--- src/rtl/conv_feeder.sv ---
// conv_feeder: moves DDR read beats into the weight or feature buffer, one unit at a time.
// Each unit starts only after the selected buffer reports room for a whole unit.
// Optional build macro: CONV_FEEDER_STALL_CNT_EN adds the 32-bit stall_cnt output.
//
// state  | meaning
// IDLE   | waiting for a command (cmd_ready high when not finishing one)
// SETTLE | two-cycle wait so pending writes reach the full flags
// CHECK  | wait for the selected buffer to have room for one unit
// XFER   | accept exactly one unit of beats from the stream
module conv_feeder #(
  parameter int DATA_WIDTH      = 64,
  parameter int UNIT_BURSTS_WEI = 32,
  parameter int UNIT_BURSTS_FTM = 1024,
  parameter int B_UNITS         = 16
) (
  input  logic                  clk,
  input  logic                  rstn,
  input  logic                  cmd_valid,
  output logic                  cmd_ready,
  input  logic                  cmd_type,
  input  logic [B_UNITS-1:0]    cmd_units,
  input  logic [DATA_WIDTH-1:0] s_data,
  input  logic                  s_valid,
  output logic                  s_ready,
  output logic                  wb_we,
  output logic                  fb_we,
  output logic [DATA_WIDTH-1:0] di,
  input  logic                  wb_full,
  input  logic                  fb_full,
  output logic                  done,
  output logic                  busy
`ifdef CONV_FEEDER_STALL_CNT_EN
  ,
  output logic [31:0]           stall_cnt
`endif
);

  localparam int UNIT_MAX = (UNIT_BURSTS_WEI > UNIT_BURSTS_FTM) ? UNIT_BURSTS_WEI : UNIT_BURSTS_FTM;
  localparam int BW       = $clog2(UNIT_MAX) + 1;
  localparam logic [BW-1:0] LAST_WEI = BW'(UNIT_BURSTS_WEI - 1);
  localparam logic [BW-1:0] LAST_FTM = BW'(UNIT_BURSTS_FTM - 1);

  typedef enum logic [1:0] {IDLE, SETTLE, CHECK, XFER} state_e;

  state_e                state_q, state_d;
  logic                  settle_q, settle_d;
  logic [BW-1:0]         beat_q, beat_d;
  logic [B_UNITS-1:0]    unit_q, unit_d;
  logic [B_UNITS-1:0]    units_q, units_d;
  logic                  type_q, type_d;
  logic                  busy_q, busy_d;
  logic                  done_q, done_d;
  logic                  zpend_q, zpend_d;
  logic                  wb_we_q, wb_we_d;
  logic                  fb_we_q, fb_we_d;
  logic [DATA_WIDTH-1:0] di_q, di_d;
  logic                  rdy_en_q;

  logic                  accept;
  logic                  beat_ok;
  logic                  full_sel;
  logic                  last_beat;
  logic [B_UNITS-1:0]    unit_inc;

  assign cmd_ready = rdy_en_q & (state_q == IDLE) & ~busy_q;
  assign s_ready   = (state_q == XFER);
  assign accept    = cmd_valid & cmd_ready;
  assign beat_ok   = s_valid & s_ready;
  assign full_sel  = type_q ? fb_full : wb_full;
  assign last_beat = (beat_q == (type_q ? LAST_FTM : LAST_WEI));
  assign unit_inc  = unit_q + B_UNITS'(1);

  assign wb_we = wb_we_q;
  assign fb_we = fb_we_q;
  assign di    = di_q;
  assign done  = done_q;
  assign busy  = busy_q;

  // Holds cmd_ready low until the first clock edge after reset release.
  always_ff @(posedge clk or negedge rstn) begin
    if (!rstn) rdy_en_q <= 1'b0;
    else       rdy_en_q <= 1'b1;
  end

  // Next-state, counters and registered write path.
  always_comb begin
    state_d  = state_q;
    settle_d = settle_q;
    beat_d   = beat_q;
    unit_d   = unit_q;
    units_d  = units_q;
    type_d   = type_q;
    busy_d   = done_q ? 1'b0 : busy_q;
    done_d   = zpend_q;
    zpend_d  = 1'b0;
    wb_we_d  = 1'b0;
    fb_we_d  = 1'b0;
    di_d     = di_q;
    case (state_q)
      IDLE: begin
        if (accept) begin
          type_d  = cmd_type;
          units_d = cmd_units;
          busy_d  = 1'b1;
          beat_d  = '0;
          unit_d  = '0;
          if (cmd_units == '0) begin
            zpend_d = 1'b1;
          end else begin
            state_d  = SETTLE;
            settle_d = 1'b0;
          end
        end
      end
      SETTLE: begin
        settle_d = ~settle_q;
        if (settle_q) state_d = CHECK;
      end
      CHECK: begin
        if (!full_sel) state_d = XFER;
      end
      XFER: begin
        if (beat_ok) begin
          di_d    = s_data;
          wb_we_d = ~type_q;
          fb_we_d = type_q;
          if (last_beat) begin
            beat_d = '0;
            unit_d = unit_inc;
            if (unit_inc == units_q) begin
              state_d = IDLE;
              done_d  = 1'b1;
            end else begin
              state_d  = SETTLE;
              settle_d = 1'b0;
            end
          end else begin
            beat_d = beat_q + BW'(1);
          end
        end
      end
      default: state_d = IDLE;
    endcase
  end

  // State and datapath registers.
  always_ff @(posedge clk or negedge rstn) begin
    if (!rstn) begin
      state_q  <= IDLE;
      settle_q <= 1'b0;
      beat_q   <= '0;
      unit_q   <= '0;
      units_q  <= '0;
      type_q   <= 1'b0;
      busy_q   <= 1'b0;
      done_q   <= 1'b0;
      zpend_q  <= 1'b0;
      wb_we_q  <= 1'b0;
      fb_we_q  <= 1'b0;
      di_q     <= '0;
    end else begin
      state_q  <= state_d;
      settle_q <= settle_d;
      beat_q   <= beat_d;
      unit_q   <= unit_d;
      units_q  <= units_d;
      type_q   <= type_d;
      busy_q   <= busy_d;
      done_q   <= done_d;
      zpend_q  <= zpend_d;
      wb_we_q  <= wb_we_d;
      fb_we_q  <= fb_we_d;
      di_q     <= di_d;
    end
  end

`ifdef CONV_FEEDER_STALL_CNT_EN
  logic [31:0] stall_q;

  assign stall_cnt = stall_q;

  // Saturating count of cycles spent waiting for buffer room.
  always_ff @(posedge clk or negedge rstn) begin
    if (!rstn) begin
      stall_q <= '0;
    end else if (accept) begin
      stall_q <= '0;
    end else if ((state_q == CHECK) && full_sel && (stall_q != '1)) begin
      stall_q <= stall_q + 32'd1;
    end
  end
`endif

endmodule
--- config.mk ---
export PLATFORM = sky130hd
export DESIGN_NAME = conv_feeder
export DESIGN_NICKNAME = d
export VERILOG_FILES = /design/src/rtl/conv_feeder.sv
export SDC_FILE = /design/constraint.sdc
export NUM_CORES = 1
export LEC_CHECK = 0
export ABC_AREA = 1
export CORE_UTILIZATION = 48
export CTS_CLUSTER_SIZE = 28
export DETAILED_ROUTE_END_ITERATION = 8
export PLACE_DENSITY_LB_ADDON = 0.05
export RECOVER_POWER = 50
export SETUP_SLACK_MARGIN = 0.5
export SLEW_MARGIN = 20
export SYNTH_ARGS = -nofsm -noshare
export SYNTH_HDL_FRONTEND = slang
export SYNTH_SLANG_ARGS = --single-unit
--- constraint.sdc ---
create_clock -name clk -period 2.9 [get_ports clk]
set_clock_uncertainty 0.15 [all_clocks]
set_input_delay 0.435 -clock clk [delete_from_list [all_inputs] [get_ports clk]]
set_output_delay 0.435 -clock clk [all_outputs]
set_load 0.03 [all_outputs]
==> flow_summary.json, run 1 <==
{
  "status": "finished clean",
  "cts_tree": "done",
  "cts_resized": 3,
  "track_usage_pct": 24.9,
  "cp_num_buf_inv": 2,
  "grtUsageMet3_pct": 10.7,
  "clockRootBuffer": "clkbuf_16",
  "required_ns": 2.32,
  "r2r_end": "unit_q[0]",
  "p_int_uw": 5150,
  "seq_cell_power_uw": 2420,
  "largest_register_ff_count": 64,
  "top_cells_by_count": "nand2_1 (119), dfrtp_1 (117), inv_1 (71)",
  "area_dominant_class": "flip-flops and latches",
  "final_hold_viol_count": 0,
  "hold_path_depth": 1,
  "stdcell_count": 891,
  "route.met2.wl_mm": 6.96,
  "sh_seq_area_pct": 36.7,
  "finalCritPeriodShare_pct": 84.1,
  "worstHoldPathType": "reg2reg",
  "die.size.y_microns": 109,
  "maxPowerGroup": "combinational logic",
  "path_depth": 5,
  "cts_buffers": 17,
  "critical_path.startpoint": "state_q[0]"
}
==> run 1: cell families (layout without fill, tap and decap cells) <==
kind of cell             Yosys count  after routing  share of synthesized area [%]
AND/OR/NAND/NOR                  222            222                           18.2
flip-flops                       117            117                           53.1
buffers and inverters             88            278                           6.40
multiplexers                      64             64                           13.1
AND-OR/OR-AND                     61             61                           7.44
adder cells (fa/ha/maj)            7              7                           1.59
other                              1              1                         0.0680
XOR/XNOR                           1              1                          0.159
==> run 1: through the flow <==
stage	hold WS (ns)	total power, uW
floorplan	-0.0106	4400
global placement	0.305	5690
detailed placement	0.300	5780
CTS	0.321	8070
global route	0.361	8430
finish	0.313	8040
Run 1, cell sizes after repair:
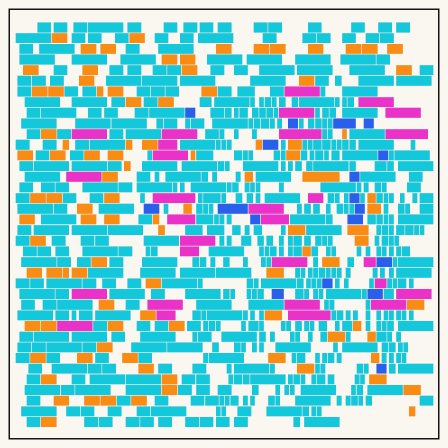
[blue] x3 and x4 | cells: 18
[cyan] x1 and smaller | cells: 606
[magenta] x6 and larger | cells: 29
[orange] x2 | cells: 98

Run 1, placed standard cells:
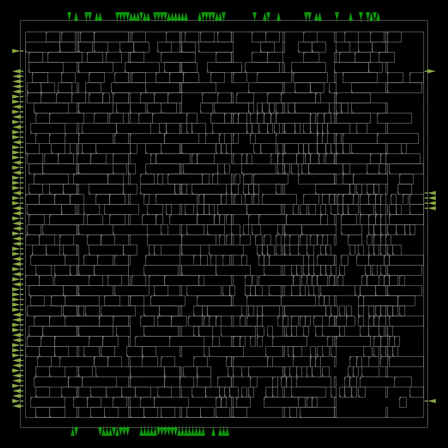
Filler cells: 830
FFs & Latches: 117
core region area: 11000 sq um
Std-Cell Rows: 38
tap cells: 140

Run 1, ports around the boundary:
The bar under the picture is 20 microns long. Pins as bars across the die edge, other pins in grey.
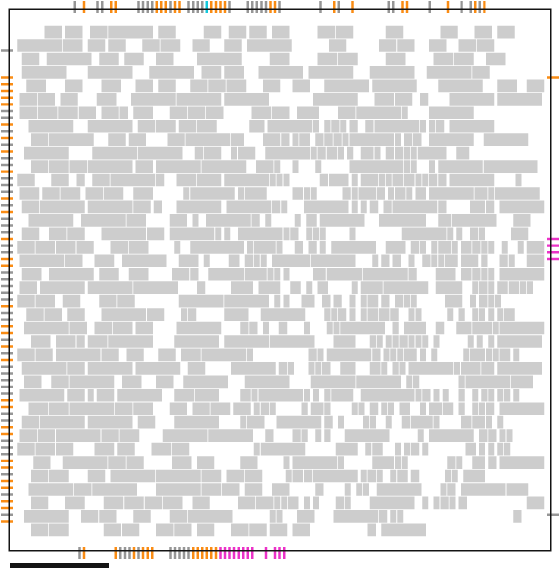
[cyan] `fb_we` | pins: 1 | direction: output | edge: top
[magenta] `cmd_units` | pins: 16 | direction: input | edge: 12 bottom, 4 right
[orange] `di` | pins: 64 | direction: output | edge: 30 left, 21 top, 12 bottom, 1 right
all pins by edge: 68 left, 49 top, 34 bottom, 6 right

Run 1, cell area per tile:
11 x 11 tiles, from white (low) to dark blue (high), 0 to 100% covered.
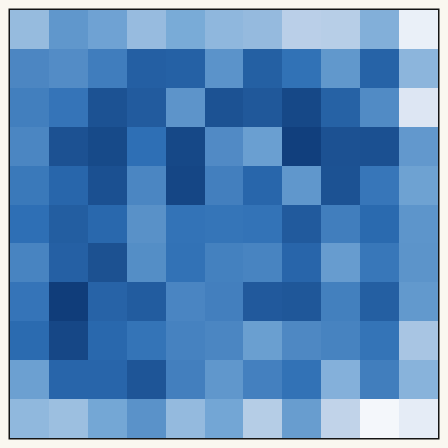
mean over tiles: 65%
tiles over 75% full: 33%
fullest tile: 95%

Run 1, a small window of the routed layout:
Window x 72 to 92, y 72 to 92 microns. Cells in grey, sequential cells in the stronger grey; small squares are vias.
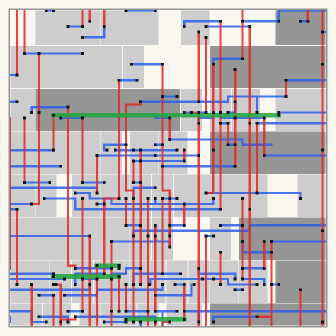

--- run 2 (diff from run 1) ---
--- a/config.mk
+++ b/config.mk
@@ -6,7 +6,7 @@
 export NUM_CORES = 1
 export LEC_CHECK = 0
 export ABC_AREA = 1
-export CORE_UTILIZATION = 48
+export CORE_UTILIZATION = 43
 export CTS_CLUSTER_SIZE = 28
 export DETAILED_ROUTE_END_ITERATION = 8
 export PLACE_DENSITY_LB_ADDON = 0.05
==> constraint.sdc (replaced) <==
create_clock -name clk -period 2.2 [get_ports clk]
set_clock_uncertainty 0.15 [all_clocks]
set_input_delay 0.33 -clock clk [delete_from_list [all_inputs] [get_ports clk]]
set_output_delay 0.33 -clock clk [all_outputs]
set_load 0.03 [all_outputs]
Run 2, a small window of the routed layout:
Window x 76 to 96, y 76 to 96 microns. Cells in grey, sequential cells in the stronger grey; small squares are vias.
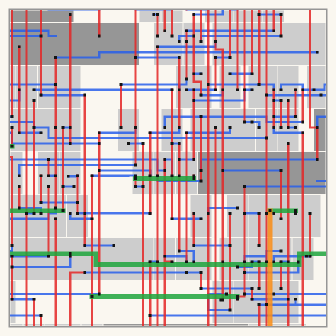
[red] M2
[orange] M4
[green] M3
[blue] M1
sequential cells in the window: 2
netlist names of flops here include: `unit_q` (2)
most frequent: nand2_1 (17), inv_1 (4), nand3_1 (4)
cells with their middle in the window: 39

==> run 2 against run 1 <==
Sequential share of layout area shrank 2.3 points; critical path depth grew 8; critical path type is now reg2reg; total power grew 34%; synthesized cell count is the same; clock power grew 22%.
==> flow_summary.json, run 2 <==
{
  "status": "finished clean",
  "p_int_uw": 6580,
  "final_hold_viol_count": 0,
  "hold_path_depth": 1,
  "die.size.y_microns": 115,
  "seq_cell_power_uw": 3210,
  "worstHoldPathType": "reg2reg",
  "taps": 172,
  "nFillCells": 967,
  "core_sq_um": 12600,
  "area_dominant_class": "flip-flops and latches",
  "xor_share_pct": 0.159,
  "cts_buffers": 17,
  "fp-row-count": 41,
  "cp_num_buf_inv": 2,
  "top_cells_by_count": "nand2_1 (119), dfrtp_1 (117), inv_1 (71)",
  "flops": 117,
  "power_uw": 10800,
  "simple_gate_area_share_pct": 18.2,
  "track_usage_pct": 23.5,
  "yosys-dominant-comb-family": "simple AND/OR/NAND/NOR gates",
  "mux_area_share_pct": 13.1,
  "fin_hold_ws_ns": 0.313,
  "route.met2.wl_mm": 7.75,
  "path_depth": 13,
  "synthAoiAreaFrac_pct": 7.44
}
run 2: what timing repair did:
item                       CTS  global route
hold buffers                 1             0
setup buffers                7            13
hold endpoints to repair    36             0
pin swaps                   15            18
setup endpoints to repair  165           145
gates resized              113            89
gates cloned                 1             7
run 2: path summary, 6_finish.rpt:
path / from / end / slack, ns
hold reg to reg: zpend_q / done / 0.31
min in group asynchronous: rstn / beat_q[5] / 0.47
max in group asynchronous: rstn / unit_q[5] / 0.65
setup reg to reg: state_q[0] / beat_q[9] / 0.08
hold / removal: zpend_q / done / 0.31
setup / recovery: state_q[0] / beat_q[9] / 0.08
run 2: per-stage QoR:
step	instances	cell area, sq um
after floorplan	561	5610
after global placement	891	7440
after detailed placement	891	7440
after CTS	932	8140
after global routing	952	8530
final	952	8530
No activity file was given, so power comes from the tool's default toggle rates.
